$ cat src/rtl/elevator_call_scheduler_if.sv
// elevator_call_scheduler_if: call buttons, car status and scheduler outputs between buttons, scheduler and car FSM
interface elevator_call_scheduler_if #(
  parameter int NUM_FLOORS = 9,
  parameter int FLOOR_W    = 4
);
  logic [NUM_FLOORS-1:0] call_req;
  logic [FLOOR_W-1:0]    current_floor;
  logic                  car_idle;
  logic [FLOOR_W-1:0]    target_floor;
  logic [NUM_FLOORS-1:0] pending;
  logic                  dir_up;
  logic                  door_open;
  logic                  busy;
  modport master (output call_req, current_floor, car_idle,
                  input  target_floor, pending, dir_up, door_open, busy);
  modport slave  (input  call_req, current_floor, car_idle,
                  output target_floor, pending, dir_up, door_open, busy);
endinterface

$ cat src/rtl/elevator_call_scheduler.sv
// elevator_call_scheduler: latches floor calls and serves them with a SCAN policy plus door dwell
module elevator_call_scheduler #(
  parameter int          NUM_FLOORS  = 9,
  parameter int          FLOOR_W     = 4,
  parameter logic [23:0] DOOR_CYCLES = 24'd5000000
) (
  input logic clk,
  input logic rst,
  elevator_call_scheduler_if.slave bus
);
  typedef enum logic [1:0] {S_IDLE, S_UP, S_DOWN, S_DOOR} state_t;
  localparam logic [FLOOR_W:0] NF = NUM_FLOORS[FLOOR_W:0];
  state_t                state;
  logic [23:0]           cnt;
  logic [NUM_FLOORS-1:0] pend, cf_oh, tg_oh, call_m, eff, clr;
  logic [FLOOR_W-1:0]    tgt, cf, next_up, next_dn;
  logic                  dir_up, door, busy, above, below, cf_ok, at_tgt, arrive, go_up, reopen;
  assign bus.target_floor = tgt;
  assign bus.pending      = pend;
  assign bus.dir_up       = dir_up;
  assign bus.door_open    = door;
  assign bus.busy         = busy;
  always_comb begin
    cf      = bus.current_floor;
    cf_ok   = {1'b0, cf} < NF;
    cf_oh   = cf_ok ? {{(NUM_FLOORS-1){1'b0}}, 1'b1} << cf : '0;
    tg_oh   = {{(NUM_FLOORS-1){1'b0}}, 1'b1} << tgt;
    call_m  = bus.call_req & ~(state == S_DOOR ? cf_oh : '0);
    eff     = pend | call_m;
    reopen  = |(bus.call_req & cf_oh);
    above   = 1'b0;
    below   = 1'b0;
    next_up = '0;
    next_dn = '0;
    for (int i = NUM_FLOORS - 1; i >= 0; i--)
      if (pend[i] && FLOOR_W'(i) > cf) begin
        above   = 1'b1;
        next_up = FLOOR_W'(i);
      end
    for (int i = 0; i < NUM_FLOORS; i++)
      if (pend[i] && FLOOR_W'(i) < cf) begin
        below   = 1'b1;
        next_dn = FLOOR_W'(i);
      end
    go_up  = above && (!below || (next_up - cf) <= (cf - next_dn));
    at_tgt = cf == tgt && |(pend & tg_oh);
    arrive = bus.car_idle && at_tgt;
    clr    = !cf_ok ? '0 :
             state == S_IDLE ? (eff & cf_oh) :
             (state == S_UP || state == S_DOWN) && arrive ? tg_oh : '0;
  end
  always_ff @(posedge clk) begin
    if (rst) begin
      state  <= S_IDLE;
      pend   <= '0;
      tgt    <= '0;
      dir_up <= 1'b1;
      door   <= 1'b0;
      busy   <= 1'b0;
      cnt    <= '0;
    end else begin
      pend <= eff & ~clr;
      if (!cf_ok) begin
        state <= S_IDLE;
        tgt   <= '0;
        door  <= 1'b0;
        busy  <= 1'b0;
      end else case (state)
        S_IDLE:
          if (|(eff & cf_oh)) begin
            state <= S_DOOR;
            door  <= 1'b1;
            busy  <= 1'b1;
            cnt   <= DOOR_CYCLES - 24'd1;
            tgt   <= cf;
          end else if (above || below) begin
            state  <= go_up ? S_UP : S_DOWN;
            dir_up <= go_up;
            tgt    <= go_up ? next_up : next_dn;
            busy   <= 1'b1;
          end else tgt <= cf;
        S_UP, S_DOWN:
          if (arrive) begin
            state <= S_DOOR;
            door  <= 1'b1;
            cnt   <= DOOR_CYCLES - 24'd1;
          end else if (at_tgt) begin
          end else if (state == S_UP ? above : below) tgt <= state == S_UP ? next_up : next_dn;
          else begin
            state <= S_IDLE;
            busy  <= 1'b0;
          end
        S_DOOR: begin
          tgt <= cf;
          if (reopen) cnt <= DOOR_CYCLES - 24'd1;
          else if (cnt != '0) cnt <= cnt - 24'd1;
          else begin
            door <= 1'b0;
            // keep sweeping the same way while calls remain ahead, otherwise reverse or rest
            if (above && (dir_up || !below)) begin
              state  <= S_UP;
              dir_up <= 1'b1;
              tgt    <= next_up;
            end else if (below) begin
              state  <= S_DOWN;
              dir_up <= 1'b0;
              tgt    <= next_dn;
            end else begin
              state <= S_IDLE;
              busy  <= 1'b0;
            end
          end
        end
        default: state <= S_IDLE;
      endcase
    end
  end
endmodule

$ cat src/flat_wrapper.sv
// flat-port wrapper written by rule: the top's interface ports become plain ports
module elevator_call_scheduler_flat 
#(
  parameter int          NUM_FLOORS  = 9,
  parameter int          FLOOR_W     = 4,
  parameter logic [23:0] DOOR_CYCLES = 24'd5000000
)
  (clk, rst, bus_call_req, bus_current_floor, bus_car_idle, bus_target_floor, bus_pending, bus_dir_up, bus_door_open, bus_busy);
  elevator_call_scheduler_if #(.NUM_FLOORS(NUM_FLOORS), .FLOOR_W(FLOOR_W)) bus_i ();
  input logic clk;
  input logic rst;
  input wire logic [$bits(bus_i.call_req)-1:0] bus_call_req;
  input wire logic [$bits(bus_i.current_floor)-1:0] bus_current_floor;
  input wire logic [$bits(bus_i.car_idle)-1:0] bus_car_idle;
  output wire logic [$bits(bus_i.target_floor)-1:0] bus_target_floor;
  output wire logic [$bits(bus_i.pending)-1:0] bus_pending;
  output wire logic [$bits(bus_i.dir_up)-1:0] bus_dir_up;
  output wire logic [$bits(bus_i.door_open)-1:0] bus_door_open;
  output wire logic [$bits(bus_i.busy)-1:0] bus_busy;
  assign bus_i.call_req = bus_call_req;
  assign bus_i.current_floor = bus_current_floor;
  assign bus_i.car_idle = bus_car_idle;
  assign bus_target_floor = bus_i.target_floor;
  assign bus_pending = bus_i.pending;
  assign bus_dir_up = bus_i.dir_up;
  assign bus_door_open = bus_i.door_open;
  assign bus_busy = bus_i.busy;
  elevator_call_scheduler #(.NUM_FLOORS(NUM_FLOORS), .FLOOR_W(FLOOR_W), .DOOR_CYCLES(DOOR_CYCLES)) u_core (.clk(clk), .rst(rst), .bus(bus_i));
endmodule
$ cat config.mk
export PLATFORM = sky130hd
export DESIGN_NAME = elevator_call_scheduler_flat
export DESIGN_NICKNAME = d
export VERILOG_FILES = /design/src/rtl/elevator_call_scheduler_if.sv /design/src/rtl/elevator_call_scheduler.sv /design/src/flat_wrapper.sv
export SDC_FILE = /design/constraint.sdc
export NUM_CORES = 1
export LEC_CHECK = 0
export ABC_AREA = 1
export CAP_MARGIN = 20
export CORE_MARGIN = 2
export CORE_UTILIZATION = 50
export DETAILED_ROUTE_END_ITERATION = 8
export PLACE_DENSITY = 0.7
export SETUP_SLACK_MARGIN = 0.15
export SYNTH_ARGS = -nofsm -noshare
export SYNTH_HDL_FRONTEND = slang
export SYNTH_SLANG_ARGS = --single-unit
$ cat constraint.sdc
create_clock -name clk -period 8.95 [get_ports clk]
set_clock_uncertainty 0.2 [all_clocks]
set_input_delay 2.685 -clock clk [delete_from_list [all_inputs] [get_ports clk]]
set_output_delay 2.685 -clock clk [all_outputs]
set_load 0.01 [all_outputs]
==> notes.md, run 1 <==
Implementation numbers.

- The flow ran to the end, and the final reports show no timing, DRC or antenna violations.
- The cell row count is 33.
- The final hold slack is 271 ps.
- The critical path startpoint category is an input pin.
- The final-report max-slew violation count is 0.
- The area of the die is about 0.009 mm^2.
- Cell internal power was estimated by the tool at 0.552 mW.
- The count of TritonRoute iterations in the first routing pass is 5.
- The first-pass GRT wire length is between 20 and 25 mm.
- The power report attributes to the sequential group a share of 0.246.
- The placeable core region is between 0.008 and 0.009 mm^2.
- The post-route clock period utilization is 0.782.
- The final timing report counts setup violations totalling 0.
- The share of total power dissipated in the clock network is 0.143.
- The vertical die dimension reported for this design is 94.8 um.
- The reported net switching power is 0.558 mW.
- The peak supply drop is around 0.13 mV.
- The clock tree from TritonCTS is done.
- The classification of the worst-slack hold path is flip-flop to flip-flop.
- The sequential fraction of the synthesis area is 0.204.
- From left edge to right edge, the die measures 94.8 um.
- The cell with the most instances on the worst path is nand2_1.
- The number of vias per cell is 5.48.
- The highest-delay cell along the critical path is clkdlybuf4s50_1.
- In the layout the commonest cells are nand2_1, nor2_1, nand3_1.
- Clock tree synthesis selected as its root buffer the cell clkbuf_8.
- The hold buffer count at CTS is 0.
- The buffer-and-inverter tally for the worst setup path is 5.
- The count of nets left with antenna violations once routing finished came out at 0.
- The post-synthesis cell type count is 39.
- The power report puts the leakage power at 2.24 nW.
- Setup repair after global routing left no endpoint under its margin.
- Per the Yosys statistics, synthesis produced 735 cells.
- The power report attributes to the combinational group a share of 0.611.
- The final hold violation count is 0.
- The maximum single-stage delay on the critical path is 870 ps.
- The clock latency on the worst-skew pair is 290 ps.
- The required time at the worst endpoint is listed as 8950 ps.
- The fraction of final layout cells with drive strength greater than 1 is 0.0612.
- Counting only logic cells after layout, the most numerous master is nand2_1.
- In this run the post-CTS setup repair buffer count came out at 0.
- The total negative setup slack is 0 ps.
- Per the post-synthesis report, the nets total 765.
- The area of the synthesized netlist per yosys stat is 0.00412 mm^2.
- The worst pin sits at a relative slew slack of 0.516.
- STA classifies the critical path endpoint as a flip-flop.
- The floorplan-stage core utilization is 0.510.
## run 1: cell type report
cell class | instances | area, um^2 | area share
multi-input cells | 596 | 2870 | 0.626
flip-flops and latches | 42 | 841 | 0.184
repair buffers | 33 | 345 | 0.0754
inverters | 74 | 280 | 0.0612
well taps | 105 | 131 | 0.0287
clock buffers | 6 | 82.6 | 0.0180
clock inverters | 1 | 30.0 | 0.00656
## run 1: sequential cells by signal, summed over array words and instances, names as in the netlist
name,flops
u_core.state,2
u_core.bus.pending,9
u_core.bus.door_open,1
u_core.bus.dir_up,1
u_core.bus.target_floor,4
u_core.cnt,24
u_core.bus.busy,1
## run 1: layer usage
metal | wire length, um | up-vias | global-route usage
met3 | 752 | 32 | 0.0351
met4 | 406 | 0 | 0.0966
met2 | 6090 | 154 | 0.515
li1 | - | 2376 | -
met5 | 0 | - | 0
met1 | 5330 | 2138 | 0.351
## run 1: cell usage after synthesis (all sizes together)
library cell	n	area share
a21boi	3	0.0055
a21oi	33	0.040
a221oi	1	0.0021
a22oi	1	0.0018
and2	1	0.0015
and3	1	0.0015
buf	15	0.025
clkbuf	8	0.0073
clkinv	1	0.00091
dfxtp	42	0.20
fa	1	0.0049
ha	13	0.039
inv	73	0.067
nand2	252	0.23
nand3	68	0.085
nand4	14	0.023
nor2	126	0.13
nor3	24	0.030
nor3b	1	0.0018
o211ai	5	0.0091
o21ai	25	0.032
o21bai	1	0.0018
or2	2	0.0030
xnor2	9	0.019
xor2	15	0.032
## run 1: per-stage QoR
step           power, mW  setup slack, ps  cells   util  area [um^2]
5_1_grt             1.21             1590    857  0.566         4580
6_report            1.11             1950    857  0.566         4580
3_5_place_dp       0.946             1720    849  0.548         4440
2_1_floorplan      0.791             3270    735      -         4120
4_1_cts             1.11             2020    856  0.562         4550
3_3_place_gp       0.939             1840    849  0.548         4440
## run 1: kinds of logic after synthesis
group,after synthesis,synth area share
AND-OR/OR-AND,69,0.0925
buffers and inverters,97,0.101
flip-flops,42,0.204
AND/OR/NAND/NOR,489,0.508
XOR/XNOR,24,0.0510
adder cells (fa/ha/maj),14,0.0443
## run 1: power groups by stage
stage	Clock, mW	Sequential [mW]	Combinational, mW
after global placement	0	0.275	0.664
after CTS	0.163	0.271	0.673
final	0.159	0.273	0.678
after detailed placement	0	0.275	0.670
after global routing	0.169	0.278	0.763
after floorplan	0	0.264	0.528
## run 1: worst paths after layout
check                                to             startpoint  slack, ps  cells past startpoint
max          u_core.bus.target_floor[0]   bus_current_floor[2]       1950                     26
min reg2reg               u_core.cnt[0]          u_core.cnt[0]        270                      1
min                       u_core.cnt[0]          u_core.cnt[0]        270                      1
max reg2reg  u_core.bus.target_floor[0]  u_core.bus.pending[4]       5330                     25
Figure 1. Signal wires on met1 (run 1).
Cells faint in the background.
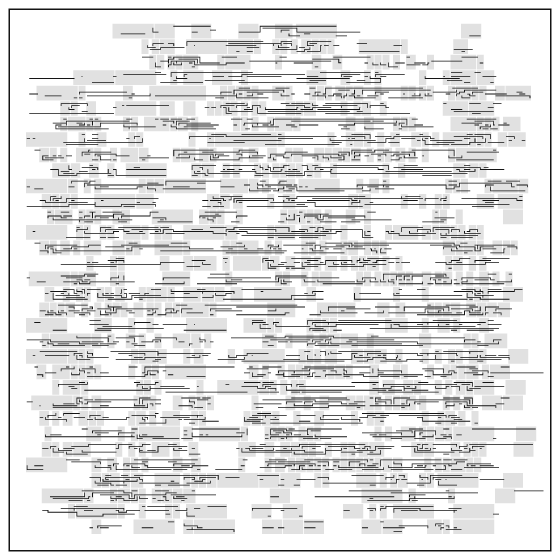
main direction: horizontal
nets with wire on the layer: 734
longest straight run: 30.4 um
met1 Usage GRT: 0.351
total number of vias: 4700

Figure 2. The metal 2 layer (run 1).
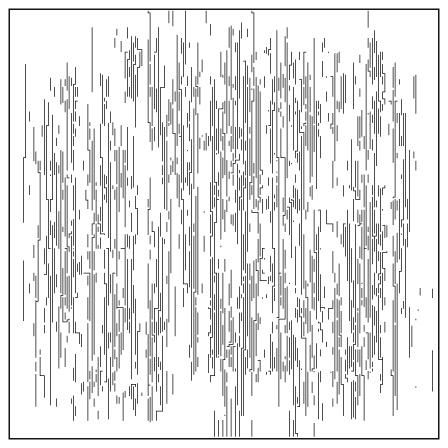
wire length on this layer: 6090 um
longest straight run: 36.4 um
main direction: vertical
share of all routed wire: 48%
nets with wire on the layer: 609
Final Routed Wirelength: 12.6 mm
met2 layer usage reported by global route: 0.515

Figure 3. Metal 4 (run 1).
Cells faint in the background.
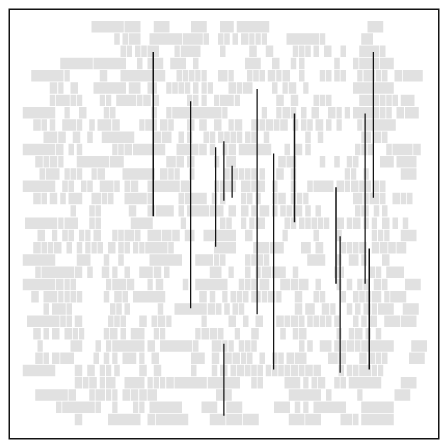
longest straight run: 49.6 um
nets with wire on the layer: 14
share of all routed wire: 3.2%
main direction: vertical
wire length on this layer: 407 um

==> run 1 -> run 2 <==
==> constraint.sdc (replaced) <==
create_clock -name clk -period 6.44 [get_ports clk]
set_clock_uncertainty 0.2 [all_clocks]
set_input_delay 1.932 -clock clk [delete_from_list [all_inputs] [get_ports clk]]
set_output_delay 1.932 -clock clk [all_outputs]
set_load 0.01 [all_outputs]
Figure 4. Routing congestion (run 2).
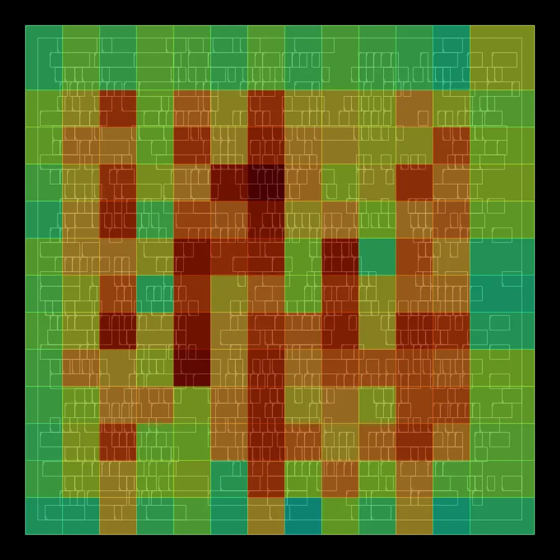
GRT Total Usage: 0.305
Most Used Layer, Global Route: met2

Figure 5. Metal 4 (run 2).
Cells faint in the background.
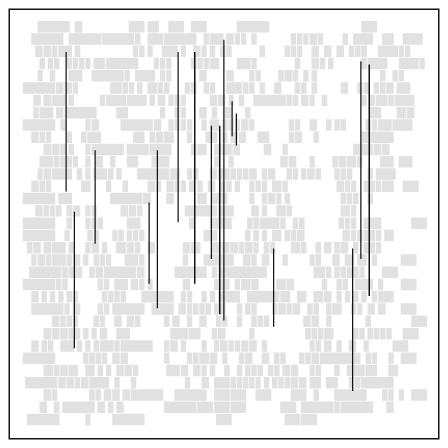
wire length on this layer: 511 um
nets with wire on the layer: 16
main direction: vertical
share of all routed wire: 4.0%
longest straight run: 61.9 um
Final Routed Wirelength: 12.9 mm
total number of vias: 4771

Figure 6. Placement density heat map (run 2).
Scale bar: 20 um. The die is cut into 9 by 9 equal tiles; dark blue is low, red is high, 0 to 100% covered.
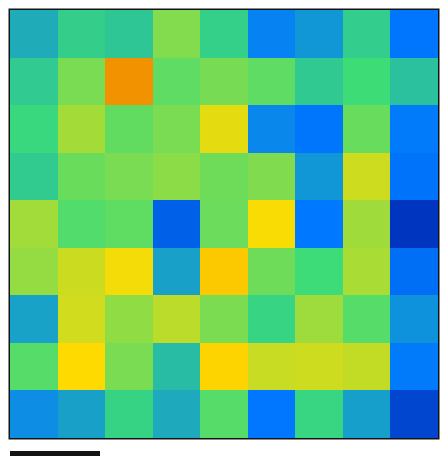
tiles over 75% full: 4.9%
mean over tiles: 50%
fullest tile: 83%
Final Core Density: 0.568
core region area: 0.00809 mm^2
Floorplan Utilization: 0.510

==> run 2 against run 1 <==
  * Register-to-register slack worse by 2500 ps
  * Cell count up 0.70%
  * Die size unchanged
  * Area after synthesis unchanged
  * Critical path type unchanged
  * Largest cell class unchanged
==> notes.md, run 2 <==
Implementation numbers.

- The max-slew headroom at the worst pin is 0.520 (+0.00358).
- The clock latency on the worst-skew pair is 310 ps (+20 ps).
- The final hold violation count is 0 (unchanged).
- The post-synthesis cell type count is 39 (unchanged).
- The sink of the worst hold path is u_core.cnt[0].
- The clock tree from TritonCTS is done.
- The worst-case reg-to-reg path depth is 25 (unchanged).
- The capture point of the worst register-to-register path is recorded as u_core.bus.target_floor[2].
- The required time at the worst-slack endpoint is 6460 ps (-2490 ps).
- The fraction of final layout cells with drive strength greater than 1 came to 0.0673 (+0.00611).
- The hold buffer count at CTS was 0 (unchanged).
- Per the cell usage report, the commonest logic cell in the layout is nand2_1.
- The number of placed instances, taps included is 855 (+0.71%).
- The share of flip-flops with an asynchronous set or reset after synthesis is 0 (unchanged).
- The peak supply drop is 0.209 mV (+65%).
- The main flop type after synthesis is dfxtp_1.
- The maximum single-stage delay on the critical path is 540 ps (-330 ps).
- The total negative setup slack is 0 ps (unchanged).
- The most instantiated library cell after synthesis is nand2_1.
- The launch point of the worst hold path is u_core.cnt[0].
- The launching instance or port of the critical path is bus_current_floor[3].
- The flip-flop count of the largest register after layout is 24 (unchanged).
- The run finished with clean final reports.
- The area of the die is 0.00899 mm^2 (unchanged).
- The tally of nets with antenna violations remaining after routing is 0 (unchanged).
- The detailed-route wire length on metal 1 is 5.48 mm (+2.7%).
- The main area contributors are nand2_1, dfxtp_1, nor2_1, nand3_1, inv_1.
- The static leakage power is 2.25 nW (+0.45%).
- The buffer-and-inverter tally for the worst setup path is 5 (unchanged).
- The sequential fraction of the synthesis area came to 0.204 (unchanged).
- The type recorded for the worst min-delay path is flip-flop to flip-flop.
- The final instance count without filler cells is 863 (+0.70%).
- The most common logic cells in the final layout are nand2_1, nor2_1, nand3_1.
- The cell row count is 33 (unchanged).
- The highest metal layer with signal wires is met4.
[run 2: cell counts after synthesis]
No cell type changed its count.
[run 2: worst max-delay path by stage]
stage | end | slack, ps | depth (start not counted)
finish | u_core.bus.target_floor[2] | 630 | 29
global route | u_core.bus.target_floor[2] | 270 | 29
CTS | u_core.bus.target_floor[2] | 680 | 29
floorplan | u_core.bus.target_floor[0] | 1520 | 28
detailed placement | u_core.bus.target_floor[2] | 380 | 29
global placement | u_core.bus.target_floor[2] | 570 | 29
[run 2: kinds of logic (layout without fill, tap and decap cells)]
| kind of cell | Yosys count | count (layout) | synth area share |
|---|---|---|---|
| AOI/OAI and AO/OA | 69 | 69 | 0.0925 |
| DFF | 42 | 42 | 0.204 |
| adders and majority gates | 14 | 14 | 0.0443 |
| buffers and inverters | 97 | 120 | 0.101 |
| xor gates and xnor gates | 24 | 24 | 0.0510 |
| and+or+nand+nor | 489 | 489 | 0.508 |
[run 2: per-layer routing]
layer  GRT usage  vias to the layer above
met5           0                        -
met4       0.133                        0
met3      0.0351                       34
met2       0.523                      203
met1       0.383                     2143
li1            -                     2391
[run 2: through the flow]
stage,hold slack (ps),power [mW],worst slack [ps],util
after floorplan,226,1.10,1520,-
after global placement,242,1.31,565,0.554
after detailed placement,247,1.32,379,0.554
after CTS,265,1.54,684,0.568
after global routing,291,1.70,265,0.568
final,259,1.54,629,0.568
[run 2: final cells by class]
cell class | count | share of cell area
clock buffer | 6 | 0.0158
clock inverter | 2 | 0.00817
inverter | 74 | 0.0610
multi-input combinational | 596 | 0.624
sequential | 42 | 0.183
tap | 105 | 0.0286
timing repair buffer | 38 | 0.0790
[run 2: power breakdown]
group | total (mW) | leakage, nW | switching, mW | internal [mW]
clock | 0.216 | 0.0514 | 0.100 | 0.116
sequential | 0.380 | 0.345 | 0.0682 | 0.311
combinational | 0.948 | 1.85 | 0.614 | 0.333
==> run 2 -> run 3 <==
--- a/config.mk
+++ b/config.mk
@@ -7,6 +7,7 @@
 export LEC_CHECK = 0
 export ABC_AREA = 1
 export CAP_MARGIN = 20
+export CORE_ASPECT_RATIO = 0.6
 export CORE_MARGIN = 2
 export CORE_UTILIZATION = 50
 export DETAILED_ROUTE_END_ITERATION = 8
Figure 7. Metal 4 (run 3).
Cells faint in the background.
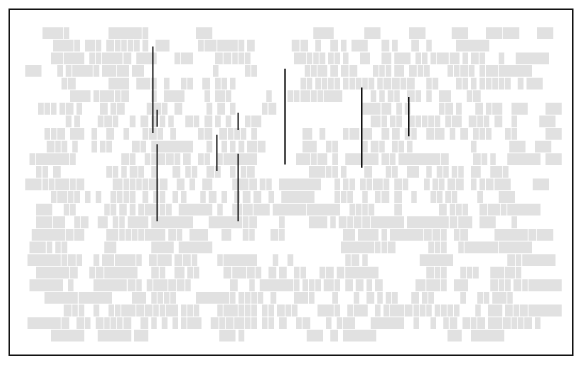
share of all routed wire: 0.78%
wire length on this layer: 109 um
main direction: vertical
nets with wire on the layer: 8
longest straight run: 20.4 um
total number of vias: 4848
Final Routed Wirelength: 14.0 mm

Figure 8. Routing congestion (run 3).
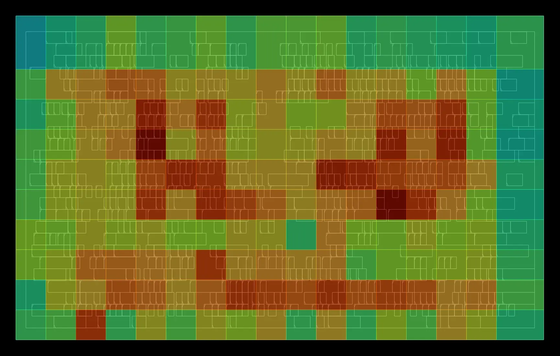
met2 layer usage reported by global route: 0.411
Most Used Layer, Global Route: met1
Final Core Density: 0.585
GRT Total Usage: 0.312

Figure 9. The metal 2 layer (run 3).
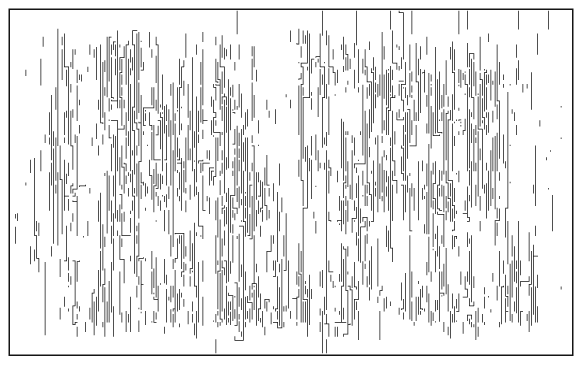
main direction: vertical
longest straight run: 34.3 um
share of all routed wire: 37%
wire length on this layer: 5180 um

==> run 3 against run 2 <==
  * Highest routed layer unchanged
  * Die size rose by 0.26%
  * Worst hold slack improved by 6.7 ps
  * Largest power group unchanged
  * Setup slack got worse by 10 ps
==> notes.md, run 3 <==
Implementation numbers.

- The hold buffer count at CTS is 0 (unchanged).
- The required time at the worst-slack endpoint was 6440 ps (-20 ps).
- The pre-antenna-repair detailed-routing pass consisted of 5 iterations.
- The most common logic cells in the final layout are nand2_1, nor2_1, nand3_1.
- STA lists the startpoint of the worst register-to-register path as u_core.bus.pending[4].
- The clock latency on the worst-skew pair is 290 ps (-20 ps).
- The tally of nets with antenna violations remaining after routing came to 0 (unchanged).
- Clock tree synthesis inserted a total of 5 buffers.
- The overall power is 1.64 mW (+6.5%).
- The final hold violation count was 0 (unchanged).
- The static leakage power is 2.28 nW (+1.4%).
- The worst register-to-register path ends at u_core.bus.target_floor[0].
- The fraction of final layout cells with drive strength greater than 1 is 0.0686 (+0.00132).
- The post-synthesis cell type count came to 39 (unchanged).
- The share of flip-flops with an asynchronous set or reset after synthesis is 0 (unchanged).
- The area of the die was 0.00901 mm^2 (+0.26%).
- TritonCTS built the clock tree.
- The synthesis run shows the most used standard cells to be nand2_1, nor2_1, nand3_1.
- The flow ran to the end, and the final reports show no timing, DRC or antenna violations.
- The total negative setup slack is 0 ps (unchanged).
- The maximum net fanout on the critical path is 8.
- The top cell type in the final layout, fill and taps aside, is nand2_1.
- The main flop type after synthesis is dfxtp_1.
- The most instantiated library cell after synthesis is nand2_1.
- The placeable core region is 0.00795 mm^2 (-1.8%).
- The classification of the worst-slack hold path is flip-flop to flip-flop.
- The post-layout worst setup margin is 619 ps (-10.3 ps).
- The floorplan-stage core utilization came to 0.519 (+0.00947).
- The launching instance or port of the critical path is bus_current_floor[0].
- The maximum single-stage delay on the critical path was 720 ps (+180 ps).
- The flip-flop count of the largest register after layout is 24 (unchanged).
- The worst-case reg-to-reg path depth was 25 (unchanged).
- The nature of the critical path endpoint is a flip-flop.
- The cell row count is 25 (-24%).
- The pre-CTS setup slack came to 244 ps (-136 ps).
- The max-slew headroom at the worst pin came to 0.478 (-0.0420).
- The peak supply drop is 0.224 mV (+7.1%).
-- run 3: power breakdown --
part / leakage [nW] / internal (mW) / switching (mW)
Combinational: 1.86 / 0.335 / 0.652
Clock: 0.0735 / 0.156 / 0.119
Sequential: 0.345 / 0.312 / 0.0711
-- run 3: worst max-delay path by stage --
| stage | end |
|---|---|
| 4_1_cts | u_core.bus.target_floor[0] |
| 3_3_place_gp | u_core.bus.target_floor[0] |
| 6_report | u_core.bus.target_floor[0] |
| 3_5_place_dp | u_core.bus.target_floor[0] |
| 2_1_floorplan | u_core.bus.target_floor[0] |
| 5_1_grt | u_core.bus.target_floor[1] |
-- run 3: worst max-delay path, delay by kind of cell --
kind / cells / cell delay (ps)
compound gates: 2 / 330
xor+xnor: 1 / 160
fa+ha+maj: 3 / 880
buf+inv: 4 / 890
simple gates: 18 / 1620
-- run 3: stage by stage --
step                instance area [um^2]  std cells
CTS                                 4640        866
detailed placement                  4490        858
finish                              4640        866
global route                        4640        866
global placement                    4490        858
floorplan                           4120        735
-- run 3: layout make-up --
| cell class | count | area [um^2] |
|---|---|---|
| Fill cell | 824 | 3300 |
| Multi-Input combinational cell | 596 | 2870 |
| Sequential cell | 42 | 841 |
| Timing Repair Buffer | 38 | 365 |
| Inverter | 74 | 280 |
| Clock buffer | 6 | 139 |
| Tap cell | 108 | 135 |
| Clock inverter | 2 | 16.3 |
-- run 3: kinds of logic (layout without fill, tap and decap cells) --
family          Yosys count  count (layout)  synth area share
fa+ha+maj                14              14            0.0443
xor+xnor                 24              24            0.0510
simple gates            489             489             0.508
compound gates           69              69            0.0925
flops                    42              42             0.204
buf+inv                  97             120             0.101
-- run 3: routing by layer --
layer,vias up,share of wire,global-route usage
met2,302,0.37,0.411
met4,0,0.0077,0.0511
li1,2381,-,-
met5,-,0,0
met1,2145,0.48,0.496
met3,20,0.14,0.0905
Power is estimated from default activity; no workload was simulated.
